Fig. 1: track usage over the die
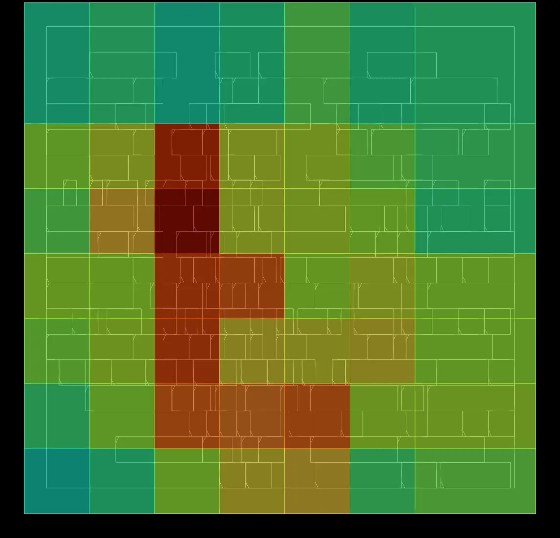
Fig. 2: wires at chosen ports, followed through buffers
Scale bar: 20 um.
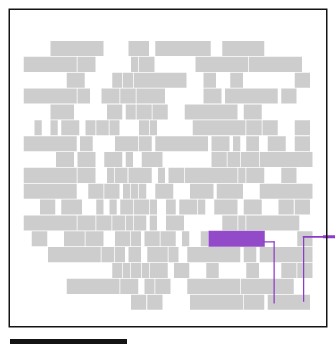
Fig. 3: register map, names as in the netlist
Other sequential cells in the stronger gray, the rest of the logic in the fainter gray.
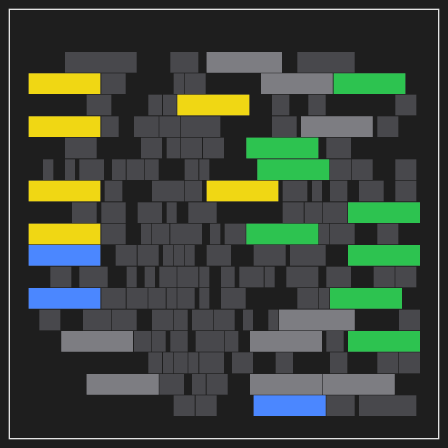
Fig. 4: M1 wires
Supply wires on this layer in gray. Cells faint in the background.
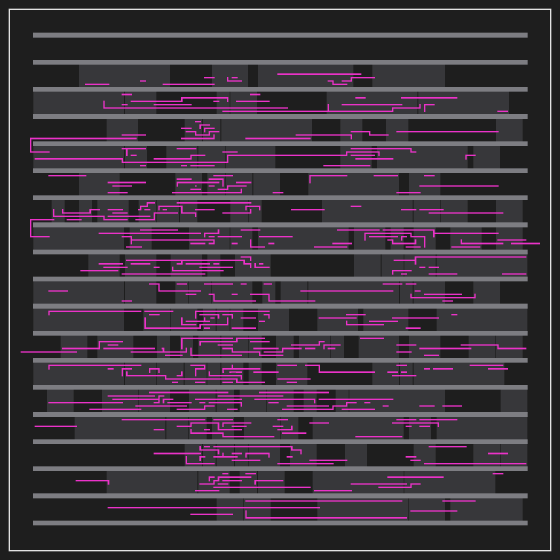
Fig. 5: metal 2
Cells faint in the background.
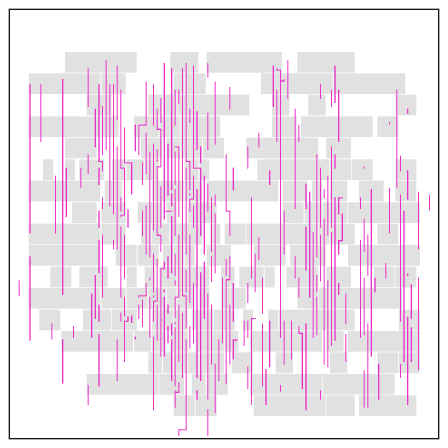
==> config.mk <==
export PLATFORM = sky130hd
export DESIGN_NAME = rst_seq_ctrl
export DESIGN_NICKNAME = d
export VERILOG_FILES = /design/src/rtl/rst_seq_ctrl.sv
export SDC_FILE = /design/constraint.sdc
export NUM_CORES = 1
export LEC_CHECK = 0
export CAP_MARGIN = 20
export CORE_MARGIN = 2
export CORE_UTILIZATION = 53
export DETAILED_ROUTE_END_ITERATION = 12
export PLACE_DENSITY = 0.86
export SLEW_MARGIN = 15
export SYNTH_ARGS = -nofsm -noshare
export SYNTH_HDL_FRONTEND = slang
export SYNTH_SLANG_ARGS = --single-unit
==> constraint.sdc <==
create_clock -name clk -period 1.7 [get_ports clk]
set_input_delay 0.34 -clock clk [delete_from_list [all_inputs] [get_ports clk]]
set_output_delay 0.34 -clock clk [all_outputs]
set_load 0.05 [all_outputs]
==> src/rtl/rst_seq_ctrl.sv <==
// Reset sequencer: releases NUM_STAGES reset domains in order after power-on, and
// re-asserts them in reverse, holds, then re-releases them on an accepted soft reset.
module rst_seq_ctrl #(
  parameter int NUM_STAGES  = 3,
  parameter int STAGE_DELAY = 16,
  parameter int HOLD_CYCLES = 32
) (
  input  logic                  clk,
  input  logic                  reset_n,
  input  logic                  sw_rst_req,
  output logic                  sw_rst_ack,
  output logic [NUM_STAGES-1:0] stage_rst_n,
  output logic                  sys_ready,
  output logic                  busy,
  output logic [1:0]            rst_cause,
  output logic [7:0]            soft_rst_cnt
);

  localparam int MAX_CNT = (STAGE_DELAY > HOLD_CYCLES) ? STAGE_DELAY : HOLD_CYCLES;
  localparam int CNT_W   = $clog2(MAX_CNT + 1);
  localparam int IDX_W   = $clog2(NUM_STAGES + 1);

  localparam logic [CNT_W-1:0] STAGE_LAST = CNT_W'(STAGE_DELAY - 1);
  localparam logic [CNT_W-1:0] HOLD_LAST  = CNT_W'(HOLD_CYCLES - 1);
  localparam logic [CNT_W-1:0] CNT_ZERO   = {CNT_W{1'b0}};
  localparam logic [CNT_W-1:0] CNT_ONE    = CNT_W'(1);
  localparam logic [IDX_W-1:0] IDX_LAST   = IDX_W'(NUM_STAGES - 1);
  localparam logic [IDX_W-1:0] IDX_ZERO   = {IDX_W{1'b0}};
  localparam logic [IDX_W-1:0] IDX_ONE    = IDX_W'(1);
  localparam logic [NUM_STAGES-1:0] STAGES_OFF = {NUM_STAGES{1'b0}};
  localparam logic [1:0] CAUSE_POR  = 2'b01;
  localparam logic [1:0] CAUSE_SOFT = 2'b10;

  typedef enum logic [1:0] {
    ST_RELEASE = 2'd0,
    ST_RUN     = 2'd1,
    ST_ASSERT  = 2'd2,
    ST_HOLD    = 2'd3
  } state_t;

  state_t                  state_r;
  state_t                  state_nxt_s;
  logic [CNT_W-1:0]        cnt_r;
  logic [CNT_W-1:0]        cnt_nxt_s;
  logic [IDX_W-1:0]        idx_r;
  logic [IDX_W-1:0]        idx_nxt_s;
  logic [NUM_STAGES-1:0]   stage_r;
  logic [NUM_STAGES-1:0]   stage_nxt_s;
  logic [NUM_STAGES-1:0]   idx_bit_s;
  logic                    ack_r;
  logic                    ack_nxt_s;
  logic                    ready_r;
  logic                    ready_nxt_s;
  logic                    busy_r;
  logic                    busy_nxt_s;
  logic [1:0]              cause_r;
  logic [1:0]              cause_nxt_s;
  logic [7:0]              soft_cnt_r;
  logic [7:0]              soft_cnt_nxt_s;

  assign idx_bit_s = NUM_STAGES'(1) << idx_r;

  // State register.
  always_ff @(posedge clk or negedge reset_n) begin
    if (!reset_n) begin
      state_r <= ST_RELEASE;
    end else begin
      state_r <= state_nxt_s;
    end
  end

  // Next-state decode.
  always_comb begin
    state_nxt_s = state_r;
    case (state_r)
      ST_RELEASE: begin
        if ((cnt_r == STAGE_LAST) && (idx_r == IDX_LAST)) begin
          state_nxt_s = ST_RUN;
        end else begin
          state_nxt_s = ST_RELEASE;
        end
      end
      ST_RUN: begin
        if (sw_rst_req) begin
          state_nxt_s = ST_ASSERT;
        end else begin
          state_nxt_s = ST_RUN;
        end
      end
      ST_ASSERT: begin
        if (idx_r == IDX_ZERO) begin
          state_nxt_s = ST_HOLD;
        end else begin
          state_nxt_s = ST_ASSERT;
        end
      end
      ST_HOLD: begin
        if (cnt_r == HOLD_LAST) begin
          state_nxt_s = ST_RELEASE;
        end else begin
          state_nxt_s = ST_HOLD;
        end
      end
      default: state_nxt_s = ST_RELEASE;
    endcase
  end

  // Next values of the counters and of every registered output.
  always_comb begin
    cnt_nxt_s      = cnt_r;
    idx_nxt_s      = idx_r;
    stage_nxt_s    = stage_r;
    ack_nxt_s      = 1'b0;
    cause_nxt_s    = cause_r;
    soft_cnt_nxt_s = soft_cnt_r;
    case (state_r)
      ST_RELEASE: begin
        if (cnt_r == STAGE_LAST) begin
          stage_nxt_s = stage_r | idx_bit_s;
          cnt_nxt_s   = CNT_ZERO;
          idx_nxt_s   = idx_r + IDX_ONE;
        end else begin
          cnt_nxt_s = cnt_r + CNT_ONE;
        end
      end
      ST_RUN: begin
        if (sw_rst_req) begin
          ack_nxt_s      = 1'b1;
          cause_nxt_s    = CAUSE_SOFT;
          soft_cnt_nxt_s = soft_cnt_r + 8'd1;
          idx_nxt_s      = IDX_LAST;
        end else begin
          ack_nxt_s = 1'b0;
        end
      end
      ST_ASSERT: begin
        // Highest stage goes down first so domains fall in reverse dependency order.
        stage_nxt_s = stage_r & ~idx_bit_s;
        if (idx_r == IDX_ZERO) begin
          cnt_nxt_s = CNT_ZERO;
        end else begin
          idx_nxt_s = idx_r - IDX_ONE;
        end
      end
      ST_HOLD: begin
        stage_nxt_s = STAGES_OFF;
        if (cnt_r == HOLD_LAST) begin
          cnt_nxt_s = CNT_ZERO;
          idx_nxt_s = IDX_ZERO;
        end else begin
          cnt_nxt_s = cnt_r + CNT_ONE;
        end
      end
      default: begin
        stage_nxt_s = STAGES_OFF;
        cnt_nxt_s   = CNT_ZERO;
        idx_nxt_s   = IDX_ZERO;
      end
    endcase
    ready_nxt_s = (state_nxt_s == ST_RUN);
    busy_nxt_s  = (state_nxt_s != ST_RUN);
  end

  // Datapath and output registers.
  always_ff @(posedge clk or negedge reset_n) begin
    if (!reset_n) begin
      cnt_r      <= CNT_ZERO;
      idx_r      <= IDX_ZERO;
      stage_r    <= STAGES_OFF;
      ack_r      <= 1'b0;
      ready_r    <= 1'b0;
      busy_r     <= 1'b1;
      cause_r    <= CAUSE_POR;
      soft_cnt_r <= 8'd0;
    end else begin
      cnt_r      <= cnt_nxt_s;
      idx_r      <= idx_nxt_s;
      stage_r    <= stage_nxt_s;
      ack_r      <= ack_nxt_s;
      ready_r    <= ready_nxt_s;
      busy_r     <= busy_nxt_s;
      cause_r    <= cause_nxt_s;
      soft_cnt_r <= soft_cnt_nxt_s;
    end
  end

  assign sw_rst_ack   = ack_r;
  assign stage_rst_n  = stage_r;
  assign sys_ready    = ready_r;
  assign busy         = busy_r;
  assign rst_cause    = cause_r;
  assign soft_rst_cnt = soft_cnt_r;

  rst_seq_ctrl_chk #(
    .NUM_STAGES(NUM_STAGES)
  ) u_chk (
    .clk         (clk),
    .rst_n       (reset_n),
    .stage_rst_n (stage_r),
    .sys_ready   (ready_r),
    .busy        (busy_r),
    .sw_rst_ack  (ack_r)
  );

endmodule

// Invariants of the sequencer outputs.
module rst_seq_ctrl_chk #(
  parameter int NUM_STAGES = 3
) (
  input  logic                  clk,
  input  logic                  rst_n,
  input  logic [NUM_STAGES-1:0] stage_rst_n,
  input  logic                  sys_ready,
  input  logic                  busy,
  input  logic                  sw_rst_ack
);

  logic [NUM_STAGES:0] therm_s;

  assign therm_s = {1'b0, stage_rst_n} + (NUM_STAGES + 1)'(1);

  a_ack_pulse: assert property (@(posedge clk) disable iff (!rst_n)
    sw_rst_ack |=> !sw_rst_ack)
    else $error("sw_rst_ack held longer than one cycle");

  a_ready_all: assert property (@(posedge clk) disable iff (!rst_n)
    sys_ready |-> (&stage_rst_n))
    else $error("sys_ready with stage_rst_n=%b", stage_rst_n);

  a_busy_ready: assert property (@(posedge clk) disable iff (!rst_n)
    busy != sys_ready)
    else $error("busy and sys_ready disagree");

  // Released stages always form a contiguous run starting at bit 0.
  a_thermo: assert property (@(posedge clk) disable iff (!rst_n)
    ((therm_s[NUM_STAGES-1:0] & stage_rst_n) == {NUM_STAGES{1'b0}}))
    else $error("stage_rst_n out of order: %b", stage_rst_n);

endmodule

==> summary.txt <==
run results: syn nets between 100 and 150, Synth mux share under 10%, Pre-Place Util about 55%, status finished clean, buffering overhead between 10% and 20%, Rows 18, antenna violations before repair 0, # IOs 19, post-CTS setup buffers 0, Max Slew Vio Count 0, Top cells excl fill/tap dfrtp_1 (24), buf_4 (23), nand2_1 (9), nor2_1 (9), cell type with the largest total area dfrtp_1, CP required 1.91 ns, Largest stage delay, worst path between 0.4 and 0.5 ns, area growth from synthesis to layout 19.48%, largest net degree at the start of global routing 27, Post-synth area hogs dfrtp_1 (45%), dfstp_2 (3.9%), xnor2_1 (3.9%), vias per std cell around 5.9, syn_area_per_cell about 11 um^2, Flop Count 26, Post-Layout Inst Area around 1600 um^2, yosys xor share between 5 and 6%, overall power about 0.0022 W, cell with the most instances after synthesis dfrtp_1, chip area 2939 um^2, Clock Skews 0.002436 ns, cycle use final between 90% and 100%, worst min path class in -> async, Clock-cell share approximately 2.3%, critical path class reg -> reg, distinct lib cells between 40 and 50, chip width roughly 54 um, adder share 2.715%, most instantiated logic cell after routing dfrtp_1, Hold Buf Count CTS 0, Max-area cell share 44.94%, Detailed Place HPWL between 2000 and 2500 um, max FFs per register 8, final setup violation count 0, Max IR drop VDD around 0.97 mV, Achievable Freq 626.3 MHz, most instantiated cells after synthesis dfrtp_1 (24), nand2_1 (9), nor2_1 (9), WHS between 0.3 and 0.4 ns, DRC Markers 0, Setup crit start kind flop, RSZ-0062 raised after global routing no, cells along the critical path ha_4 -> and4b_2 -> a21oi_2 -> a21o_1 -> mux2_2, height of the die approximately 54 um, CTS sink count 26, final net count 156, FFs w/ async S/R, synth 100.0%, register share after synthesis around 50%, family with the most delay on the worst path flip-flops, Sequential Area about 650 um^2, drt total wl approximately 2700 um, TritonRoute pass-1 iters 4, crit-path max FO 7, final setup TNS 0 ns, post-synth area from yosys stat between 1000 and 1500 um^2, dpl ws -0.009305 ns, Dominant combinational family AND-OR/OR-AND gates, Yosys Instances 127, Clock transition at path regs 0.13 ns, OpenROAD warning count 26, Vias 1057, Clock Path Buffers 2, combinational gate area 618.1 um^2, pwr dens between 1000 and 1500 nW/um^2, max_cap viols 0, first-pass GRT wire length between 4000 and 5000 um, Core Area 2432 um^2, setup ws final 0.1033 ns, Tapcells 30, Worst Tran Pin Value about 0.36 ns, Fill cells 201, Overflow after GRT 0, Fin. Hold Viols 0, dpl cells about 180, vias in the first global route 1048, Routability Congestion slightly above 0.9, Dominant Register Cell dfrtp_1, worst relative slew slack around three quarters, average wire per standard cell around 15 um, Port Buf Inserts 18, Clock H-tree levels 1, largest class sequential cells, clk_lat worst skew roughly 0.31 ns, flip-flops with a built-in enable 0, Root Buffer clkbuf_4, Crit-path slowest cell dfrtp_1, inverter count 5, combinational share of cell area between 30% and 40%, final worst path period need ~1.6 ns, DRT antenna net count 0, post_cts resized 0, multi-input gates ~88, CLK BUF 4, Area after DPL between 1500 and 2000 um^2, TritonCTS buffer count 3, Critical Path End Type flop, antenna cells 0, drt initial violations 22, cells after synthesis roughly 130
Back to the opening pictures, Fig. 1:
Finished Core Util: 65.64%
All-Layer GR Usage: 21.52%
grt met3 use: 3.552%

Back to the opening pictures, Fig. 2:
| color | port | bits | direction | end cells | buffers | wire |
|---|---|---|---|---|---|---|
| purple | busy | 1 | output | 1 | 1 | 26.9 um |

Back to the opening pictures, Fig. 3:
| color | signal | sequential cells |
|---|---|---|
| blue | stage_rst_n | 3 |
| yellow | cnt_r | 6 |
| green | soft_rst_cnt | 8 |

Back to the opening pictures, Fig. 4:
main direction: horizontal
longest straight run: 21.2 um

Back to the opening pictures, Fig. 5:
nets with wire on the layer: 137
wire length on this layer: 1410 um
share of all routed wire: 52%
main direction: vertical
longest straight run: 33.8 um

==> layer usage <==
layer	GRT usage [%]	wire length (um)	share of wire (%)
met1	25.40	1114	41
met2	38.76	1409	52
met3	3.552	161	5.9
met4	8.333	38	1.4
met5	0	0	0
==> report_power, final <==
part,switching [W],leakage [nW],internal (W)
combinational,0.000537,0.393,0.000391
sequential,0.000175,0.331,0.000751
clock,0.000173,0.0210,0.000131
==> final timing paths <==
kind,end,cells past startpoint,slack (ns),start
worst min register to register,rst_cause[1],1,0.49,rst_cause[1]
worst max register to register,cnt_r[0],5,0.10,cnt_r[0]
worst min-delay path,soft_rst_cnt[6],2,0.38,reset_n
worst max-delay path,cnt_r[0],5,0.10,cnt_r[0]
max in group asynchronous,rst_cause[0],2,1.03,reset_n
min in group clk,rst_cause[1],1,0.49,rst_cause[1]
No activity file was given, so power comes from the tool's default toggle rates.
